`src/rtl/dino_game_core.sv`:
```
// Frame-rate engine for the dinosaur runner: jump physics, an obstacle pool with spawn timer
// and speed ramp, collision detection, scoring and the IDLE/RUN/OVER game state machine.
module dino_game_core #(
    parameter int COORD_W     = 12,
    parameter int NUM_OBST    = 3,
    parameter int GROUND_Y    = 400,
    parameter int DINO_X      = 80,
    parameter int HEAD_DX     = 12,
    parameter int HEAD_DY     = 40,
    parameter int JUMP_V      = 12,
    parameter int GRAVITY     = 1,
    parameter int OBST_INIT_X = 640,
    parameter int OBST_W      = 16,
    parameter int OBST_H      = 32,
    parameter int SPAWN_GAP   = 90,
    parameter int SPEED_INIT  = 4,
    parameter int SPEED_MAX   = 12,
    parameter int SPEED_STEP  = 8,
    parameter int NIGHT_BIT   = 5
) (
    input  logic                         game_clk,
    input  logic                         rst_n,
    input  logic                         jump,
    input  logic                         start,
    output logic [COORD_W-1:0]           dino_y,
    output logic [NUM_OBST*COORD_W-1:0]  obstacle_x,
    output logic [NUM_OBST-1:0]          obst_active,
    output logic [15:0]                  score,
    output logic                         night,
    output logic                         game_over
);

    localparam int CNT_W = (SPAWN_GAP > 1) ? $clog2(SPAWN_GAP) : 1;
    localparam int RET_W = $clog2(NUM_OBST + 1);
    localparam int SHIFT = $clog2(SPEED_STEP);
    localparam int XW    = COORD_W + 1;

    localparam logic [COORD_W-1:0] L_GROUND = COORD_W'(GROUND_Y);
    localparam logic [COORD_W-1:0] L_INIT_X = COORD_W'(OBST_INIT_X);
    localparam logic [COORD_W-1:0] L_SPEED0 = COORD_W'(SPEED_INIT);
    localparam logic [CNT_W-1:0]   L_CNT0   = CNT_W'(SPAWN_GAP - 1);
    localparam logic [XW-1:0]      L_FOOT_X = XW'(DINO_X);
    localparam logic [XW-1:0]      L_HEAD_X = XW'(DINO_X + HEAD_DX);

    typedef enum logic [1:0] {S_IDLE, S_RUN, S_OVER} state_t;
    state_t r_state, w_state_nxt;

    logic [COORD_W-1:0]                r_h, w_h_nxt;
    logic signed [COORD_W:0]           r_vel, w_vel_nxt;
    logic signed [COORD_W+1:0]         w_t;
    logic [NUM_OBST-1:0][COORD_W-1:0]  r_x, w_x_nxt;
    logic [NUM_OBST-1:0]               r_act, w_act_nxt, w_hit;
    logic [15:0]                       r_score, w_score_nxt;
    logic [16:0]                       w_sum, w_spd;
    logic [COORD_W-1:0]                r_speed, w_speed_nxt;
    logic [CNT_W-1:0]                  r_cnt, w_cnt_nxt;
    logic [RET_W-1:0]                  w_ret;
    logic                              w_spawned, w_start_run, w_step;
    logic [COORD_W-1:0]                r_dino_y;
    logic                              r_game_over;
    logic [XW-1:0]                     w_foot_y, w_head_y;

    // Collision uses one extra bit so x+OBST_W never wraps near the right screen edge.
    assign w_foot_y = {1'b0, r_h};
    assign w_head_y = w_foot_y + XW'(HEAD_DY);

    genvar g;
    generate
        for (g = 0; g < NUM_OBST; g++) begin : g_hit
            logic [XW-1:0] w_xl, w_xr;
            assign w_xl     = {1'b0, r_x[g]};
            assign w_xr     = w_xl + XW'(OBST_W);
            assign w_hit[g] = r_act[g] &&
                ((w_xl <= L_FOOT_X && L_FOOT_X < w_xr && w_foot_y < XW'(OBST_H)) ||
                 (w_xl <= L_HEAD_X && L_HEAD_X < w_xr && w_head_y < XW'(OBST_H)));
        end
    endgenerate

    assign w_start_run = (r_state != S_RUN) && start;
    assign w_step      = (r_state == S_RUN) && !(|w_hit);

    always_ff @(posedge game_clk or negedge rst_n) begin
        if (!rst_n) r_state <= S_IDLE;
        else        r_state <= w_state_nxt;
    end

    always_comb begin
        w_state_nxt = r_state;
        case (r_state)
            S_IDLE, S_OVER: if (start)  w_state_nxt = S_RUN;
            S_RUN:          if (|w_hit) w_state_nxt = S_OVER;
            default:        w_state_nxt = S_IDLE;
        endcase
    end

    assign w_t = $signed({2'b00, r_h}) + $signed({r_vel[COORD_W], r_vel});

    always_comb begin
        w_h_nxt   = r_h;
        w_vel_nxt = r_vel;
        if (r_h == '0 && r_vel == '0) begin
            if (jump) w_vel_nxt = XW'(JUMP_V);
        end else if (w_t <= 0) begin
            w_h_nxt   = '0;
            w_vel_nxt = '0;
        end else begin
            w_h_nxt   = w_t[COORD_W-1:0];
            w_vel_nxt = r_vel - XW'(GRAVITY);
        end
    end

    // Spawn looks at the pre-retire active mask, so a slot freed this frame waits a frame.
    always_comb begin
        w_x_nxt   = r_x;
        w_act_nxt = r_act;
        w_ret     = '0;
        w_spawned = 1'b0;
        w_cnt_nxt = r_cnt + CNT_W'(1);
        for (int i = 0; i < NUM_OBST; i++) begin
            if (r_act[i]) begin
                if (r_x[i] < r_speed) begin
                    w_act_nxt[i] = 1'b0;
                    w_ret        = w_ret + RET_W'(1);
                end else begin
                    w_x_nxt[i] = r_x[i] - r_speed;
                end
            end
        end
        if (r_cnt == L_CNT0) begin
            w_cnt_nxt = r_cnt;
            for (int i = 0; i < NUM_OBST; i++) begin
                if (!r_act[i] && !w_spawned) begin
                    w_act_nxt[i] = 1'b1;
                    w_x_nxt[i]   = L_INIT_X;
                    w_spawned    = 1'b1;
                end
            end
            if (w_spawned) w_cnt_nxt = '0;
        end
    end

    assign w_sum       = {1'b0, r_score} + 17'(w_ret);
    assign w_score_nxt = w_sum[16] ? 16'hFFFF : w_sum[15:0];
    assign w_spd       = 17'(SPEED_INIT) + 17'(w_score_nxt >> SHIFT);
    assign w_speed_nxt = (w_spd > 17'(SPEED_MAX)) ? COORD_W'(SPEED_MAX) : w_spd[COORD_W-1:0];

    always_ff @(posedge game_clk or negedge rst_n) begin
        if (!rst_n) begin
            r_h         <= '0;
            r_vel       <= '0;
            r_x         <= {NUM_OBST{L_INIT_X}};
            r_act       <= '0;
            r_score     <= '0;
            r_speed     <= L_SPEED0;
            r_cnt       <= L_CNT0;
            r_dino_y    <= L_GROUND;
            r_game_over <= 1'b0;
        end else if (w_start_run) begin
            r_h         <= '0;
            r_vel       <= '0;
            r_x         <= {NUM_OBST{L_INIT_X}};
            r_act       <= '0;
            r_score     <= '0;
            r_speed     <= L_SPEED0;
            r_cnt       <= L_CNT0;
            r_dino_y    <= L_GROUND;
            r_game_over <= 1'b0;
        end else if (w_step) begin
            r_h      <= w_h_nxt;
            r_vel    <= w_vel_nxt;
            r_x      <= w_x_nxt;
            r_act    <= w_act_nxt;
            r_score  <= w_score_nxt;
            r_speed  <= w_speed_nxt;
            r_cnt    <= w_cnt_nxt;
            r_dino_y <= L_GROUND - w_h_nxt;
        end else if (r_state == S_RUN) begin
            // Collision frame: everything else freezes as-is.
            r_game_over <= 1'b1;
        end
    end

    assign dino_y      = r_dino_y;
    assign obstacle_x  = r_x;
    assign obst_active = r_act;
    assign score       = r_score;
    assign night       = r_score[NIGHT_BIT];
    assign game_over   = r_game_over;

endmodule
```
`config.mk`:
```
export PLATFORM = sky130hd
export DESIGN_NAME = dino_game_core
export DESIGN_NICKNAME = d
export VERILOG_FILES = /design/src/rtl/dino_game_core.sv
export SDC_FILE = /design/constraint.sdc
export NUM_CORES = 1
export LEC_CHECK = 0
export ABC_AREA = 1
export CORE_MARGIN = 2
export CORE_UTILIZATION = 46
export CTS_CLUSTER_SIZE = 12
export DETAILED_ROUTE_END_ITERATION = 10
export PLACE_DENSITY = 0.76
export SYNTH_ARGS = -nofsm -noshare
export SYNTH_HDL_FRONTEND = slang
export SYNTH_SLANG_ARGS = --single-unit
```
`constraint.sdc`:
```
create_clock -name game_clk -period 8.7 [get_ports game_clk]
set_input_delay 1.74 -clock game_clk [delete_from_list [all_inputs] [get_ports game_clk]]
set_output_delay 1.74 -clock game_clk [all_outputs]
set_load 0.005 [all_outputs]
```
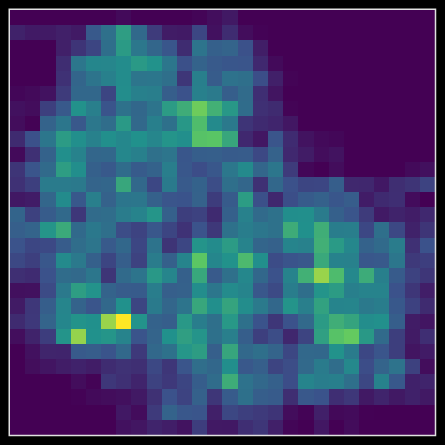
Fig. 1. Wire density map (run 1).
Scale: 3 px per um. 28 x 28 tiles, from dark purple (low) to yellow (high), scaled to the fullest tile. Values are wire area over tile area, all layers added.
mean over tiles: 0.19
emptiest ninth of the die: north-east
densest ninth of the die: centre
fullest tile: 0.78
nearly empty tiles: 21%
tiles over half the peak: 9.2%
Routed wire per std cell: 15.4 um
Vias: 8,304

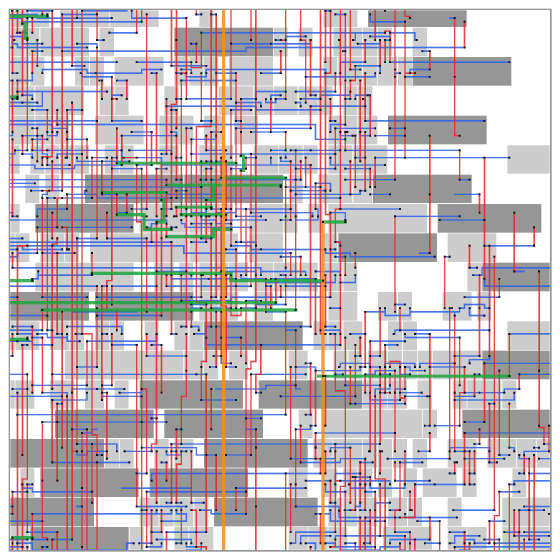
Fig. 2. Layout detail (run 1).
Window x 46 to 96, y 74 to 124 um. Cells in grey, sequential cells in the stronger grey; small squares are vias.
legend:
  met2:
    colour: red
  met4:
    colour: orange
  met3:
    colour: green
  met1:
    colour: blue
cells with their middle in the window: 224
most frequent: nand2_1 (36), inv_1 (35), nor2_1 (26)
netlist names of flops here include: r_vel (10), r_cnt (7), r_h (6)
sequential cells in the window: 27

==> impl_metrics.csv, run 1 <==
group,metric,value,unit
routing,routed_via_density,5.52,
worst_setup_path,crit_slowest_cell,"dfrtp_1",
yosys,async_flop_share,100,%
clock_tree,clock_latency,0.43,ns
routing,drtIter0Drc,541,
global_routing,grt_usage,23.7,%
yosys,ys_area,8710,um2
yosys,synth.distinct_cells,54,
global_routing,grt-ovfl-total,0,
global_routing,antenna_found_initial,0,
floorplanning,chipArea,20100,um2
routing,postRouteAntennaNets,0,
floorplanning,pin_count,73,
worst_setup_path,worstPathArrival,5.24,ns
yosys,top_area_cell,"dfrtp_1",
worst_setup_path,worstSetupPathType,"reg2reg",
placed_design,io_buffers,72,
flow_run,drv_cap,0,
power,p_leak,4.96,nW
worst_setup_path,cp.buffers_inverters,4,
final_layout,fin_nets,1331,
sta,fmax,203,MHz
floorplanning,coreArea,18600,um2
global_routing,grt_pass1_wl,37800,um
sta,finalHoldViolations,0,
yosys,top_cell_area_share,28.4,%
clock_tree,postCtsSetupBuffers,0,
worst_setup_path,crit_top_cell,"nand2_1",
yosys,edf_count,0,
routing,drcViolationCount,0,
clock_tree,cts_hold_buf,0,
clock_tree,clock-root-buffer,"clkbuf_16",
global_routing,grt_max_degree,77,
final_layout,diodes,0,
outcome,outcome,"complete, no violations",
yosys,synth_stat.cells,1186,
sta,setup_violations,0,
worst_setup_path,worst_path_dominant_cell_family,"simple AND/OR/NAND/NOR gates",
final_layout,drive_above_1_share,9.06,%
floorplanning,num_rows,50,
yosys,syn-instance-count,1186,
power,peakVddDrop,0.348,mV
power,power,4.57,mW
final_layout,final_cells,1503,
global_routing,grt_pass1_vias,7892,
placed_design,gp_congestion,0.937,
sta,worst_pin_slew,0.945,ns
sta,slew_violations,0,
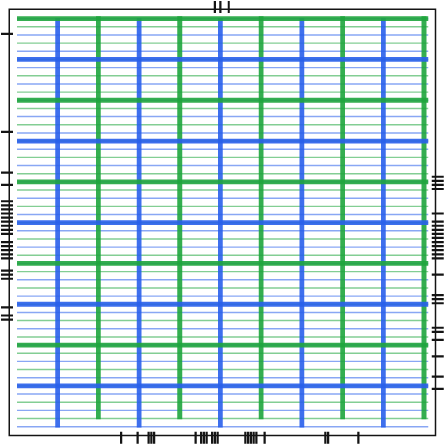
Fig. 3. Power grid (run 1).
Scale: 3 px per um. Pins as bars on the die edge.
legend:
  VDD:
    colour: green
  VSS:
    colour: blue
met5 straps: 10
signal pins: 73
met1 rails: 51
met4 straps: 10
rows: 50
Die Span Y: 142 um
Die X: 142 um

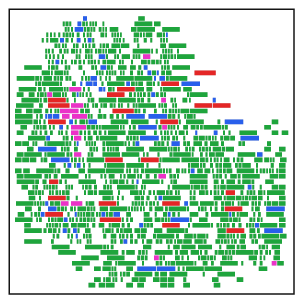
Fig. 4. Cells by drive strength (run 1).
Scale: 2 px per um.
legend:
  drive 6 and up:
    colour: red
    cells: 23
    most_used: clkbuf_16
  drive 1 or less:
    colour: green
    cells: 1,154
    most_used: nand2_1
  drive 3 to 4:
    colour: magenta
    cells: 18
    most_used: nand2_4
  drive 2:
    colour: blue
    cells: 74
    most_used: nand2_2
area delta synth->final: 17.2%
post-route cell area: 10,200 um2
Non-clk bufs: 73
Final WS setup: 3.77 ns

[run 1: report_power, final]
part | internal, mW | switching, mW
Sequential | 0.783 | 0.262
Clock | 0.492 | 0.256
Combinational | 1.14 | 1.64
Total | 2.41 | 2.16
[run 1: worst paths after layout]
check	slack, ns	to	cells after the start	from
worst max-delay path	3.77	r_speed[3]$_DFFE_PN0P_	31	obstacle_x[0]$_DFFE_PN0P_
worst min-delay path	0.46	r_state[0]$_DFFE_PN0P_	1	r_state[0]$_DFFE_PN0P_
worst max register to register	3.77	r_speed[3]$_DFFE_PN0P_	31	obstacle_x[0]$_DFFE_PN0P_
worst min register to register	0.46	r_state[0]$_DFFE_PN0P_	1	r_state[0]$_DFFE_PN0P_
max in group asynchronous	6.08	r_h[1]$_DFFE_PN0P_	2	rst_n
min in group asynchronous	1.28	obstacle_x[34]$_DFFE_PN0P_	1	rst_n
[run 1: per-layer routing]
layer  global-route usage (%)  vias to the layer above  share of wire [%]
met5                        0                        -                  0
met4                     7.74                        0                2.1
met3                     4.72                       47                5.9
met2                     38.4                      274                 46
met1                     31.9                     3919                 46
li1                         -                     4064                  -
[run 1: area by class of cell]
cell class                      instances  area [um2]
Tap cell                              234         293
Sequential cell                       113        2850
Multi-Input combinational cell        867        5040
Timing Repair Buffer                   73         726
Clock buffer                           22         464
Clock inverter                         10         158
Fill cell                            1748        8430
Inverter                              184         691
[run 1: sequential cells by signal, summed over array words and instances, names as in the netlist]
| signal | count |
|---|---|
| r_state | 2 |
| r_cnt | 7 |
| game_over | 1 |
| r_vel | 13 |
| obst_active | 3 |
| score | 16 |
| dino_y | 11 |
| r_speed | 12 |
| obstacle_x | 36 |
| r_h | 12 |
[run 1: through the flow]
step,util (%),setup WS [ns],cell area (um2)
floorplan,-,4.38,8710
global placement,51.4,3.98,9590
detailed placement,51.4,3.84,9590
CTS,54.8,3.82,10200
global route,54.8,3.27,10200
finish,54.8,3.77,10200
[run 1: layout by cell type, fill, tap and decap left out, drive strengths merged, types with 5 or more instances in the layout]
cell and instances:
dfrtp 99, nand2 258, ha 66, fa 5, o21ai 84, xor2 35
nand3 73, nor3 18, nor4 8, a211oi 5, xnor2 10, a21oi 92
o31ai 5, dfstp 14, or2 8, clkdlybuf4s50 71, o211ai 6, nor2 126
a31oi 5, o22ai 20, inv 183, nand4 22, clkbuf 22
[run 1: cell families (layout without fill, tap and decap cells)]
group,after synthesis,count (layout),share of synthesized area (%)
fa+ha+maj,71,71,10.6
buf+inv,206,289,9.52
compound gates,233,233,15.2
xor+xnor,45,45,4.52
simple gates,518,518,27.4
flops,113,113,32.7
--- run 2 (diff from run 1) ---
clock period = 5.15 ns   (was 8.7 ns; I/O delays follow)
==> run 2 against run 1 <==
Compared with the run above:
- critical path depth is the same
- via count down 0.81%
- final cell count is essentially flat
- sequential power rose by 68%
- fmax increased by 5.9%
- combinational power rose by 68%
- core utilization is 0.16 points higher
- non-clock buffer count rose by 2
- register-to-register slack lost 3.3 ns
- flip-flop count unchanged
- power up 68%
- largest cell class unchanged
- largest power group unchanged
- highest routed layer unchanged
==> impl_metrics.csv, run 2 <==
group,metric,value,unit
clock_tree,clock-root-buffer,"clkbuf_16",
routing,postRouteAntennaNets,0,
global_routing,grt-ovfl-total,0,
final_layout,drive_above_1_share,9.84,%
final_layout,largest_register_ffs,36,
floorplanning,coreArea,18600,um2
floorplanning,chipArea,20100,um2
final_layout,regArea,2850,um2
final_layout,design_area,10200,um2
yosys,synth.distinct_cells,54,
power,p_leak,4.97,nW
routing,routed_via_density,5.48,
worst_setup_path,worstPathArrival,5.02,ns
final_layout,final_cell_mix,"233 x nand2_1, 170 x inv_1, 116 x nor2_1",
worst_setup_path,worstSetupPathType,"reg2reg",
outcome,outcome,"complete, no violations",
placed_design,place_area,9600,um2
routing,via_count,8237,
routing,wl_per_cell,15.2,um
yosys,syn-instance-count,1186,
floorplanning,pin_count,73,
yosys,logic_family,"simple AND/OR/NAND/NOR gates",
final_layout,syn2layout_area_growth,17.6,%
clock_tree,clock_latency,0.43,ns
final_layout,diodes,0,
global_routing,grt_pass1_wl,37500,um
yosys,fa_ha_area_share,10.6,%
flow_run,drv_cap,0,
yosys,top_cell_area_share,28.4,%
## run 2: cell counts after synthesis
Identical to the previous run, type by type.
## run 2: cells by family (layout without fill, tap and decap cells)
logic type / count (synthesis) / count (layout)
AND/OR/NAND/NOR: 518 / 518
AND-OR/OR-AND: 233 / 233
buffers and inverters: 206 / 290
flip-flops: 113 / 113
adder cells (fa/ha/maj): 71 / 71
XOR/XNOR: 45 / 45
## run 2: critical path: cells and delay by family, from the launching register on
kind	cells	cell delay (ns)
and+or+nand+nor	14	1.57
adders and majority gates	5	1.30
AOI/OAI and AO/OA	6	0.73
DFF	1	0.39
buffers and inverters	5	0.33
xor gates and xnor gates	1	0.27
## run 2: where the power goes
group / internal [mW] / switching, mW
clock network: 0.806 / 0.432
logic: 1.93 / 2.75
registers: 1.32 / 0.440
total: 4.06 / 3.62
## run 2: repair_timing
action,CTS,global route
gates resized,0,8
endpoints found under the setup margin,0,4
hold buffers,0,0
hold endpoints to repair,0,0
setup buffers,0,1
## run 2: path summary, 6_finish.rpt
| check | start | to | cells past startpoint |
|---|---|---|---|
| hold reg to reg | r_state[0]$_DFFE_PN0P_ | r_state[0]$_DFFE_PN0P_ | 1 |
| hold / removal | r_state[0]$_DFFE_PN0P_ | r_state[0]$_DFFE_PN0P_ | 1 |
| max in group asynchronous | rst_n | r_h[1]$_DFFE_PN0P_ | 2 |
| min in group asynchronous | rst_n | r_speed[7]$_DFFE_PN0P_ | 1 |
| setup / recovery | obstacle_x[0]$_DFFE_PN0P_ | r_speed[2]$_DFFE_PN1P_ | 31 |
| setup reg to reg | obstacle_x[0]$_DFFE_PN0P_ | r_speed[2]$_DFFE_PN1P_ | 31 |
## run 2: layer usage
metal,wire length (um),vias to the layer above,track usage [%]
met1,10600,3849,32.0
met4,556,0,9.37
li1,-,4068,-
met5,0,-,0
met2,10300,283,36.9
met3,1490,37,4.66
## run 2: layout make-up
type / count / share of cell area [%]
clock inverter: 9 / 1.27
clock buffer: 22 / 4.73
timing repair buffer: 75 / 7.23
sequential: 113 / 27.8
tap: 234 / 2.86
multi-input combinational: 867 / 49.4
inverter: 184 / 6.74
## run 2: metrics by stage
step                worst slack, ns  hold WS (ns)
finish                        0.490         0.472
global route                 0.0117         0.503
floorplan                     0.826         0.424
CTS                           0.149         0.468
detailed placement            0.178         0.459
global placement              0.422         0.441
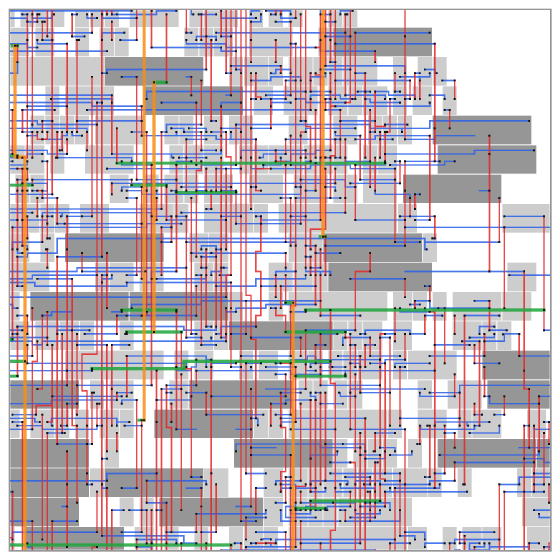
Fig. 5. Layout detail (run 2).
Window x 46 to 96, y 74 to 124 um. Cells in grey, sequential cells in the stronger grey; small squares are vias.
legend:
  met4:
    colour: orange
  met1:
    colour: blue
  met3:
    colour: green
  met2:
    colour: red
netlist names of flops here include: r_vel (9), r_h (7), r_cnt (6)
cells with their middle in the window: 235
sequential cells in the window: 25
most frequent: nand2_1 (42), inv_1 (38), nor2_1 (29)

No activity file was given, so power comes from the tool's default toggle rates.
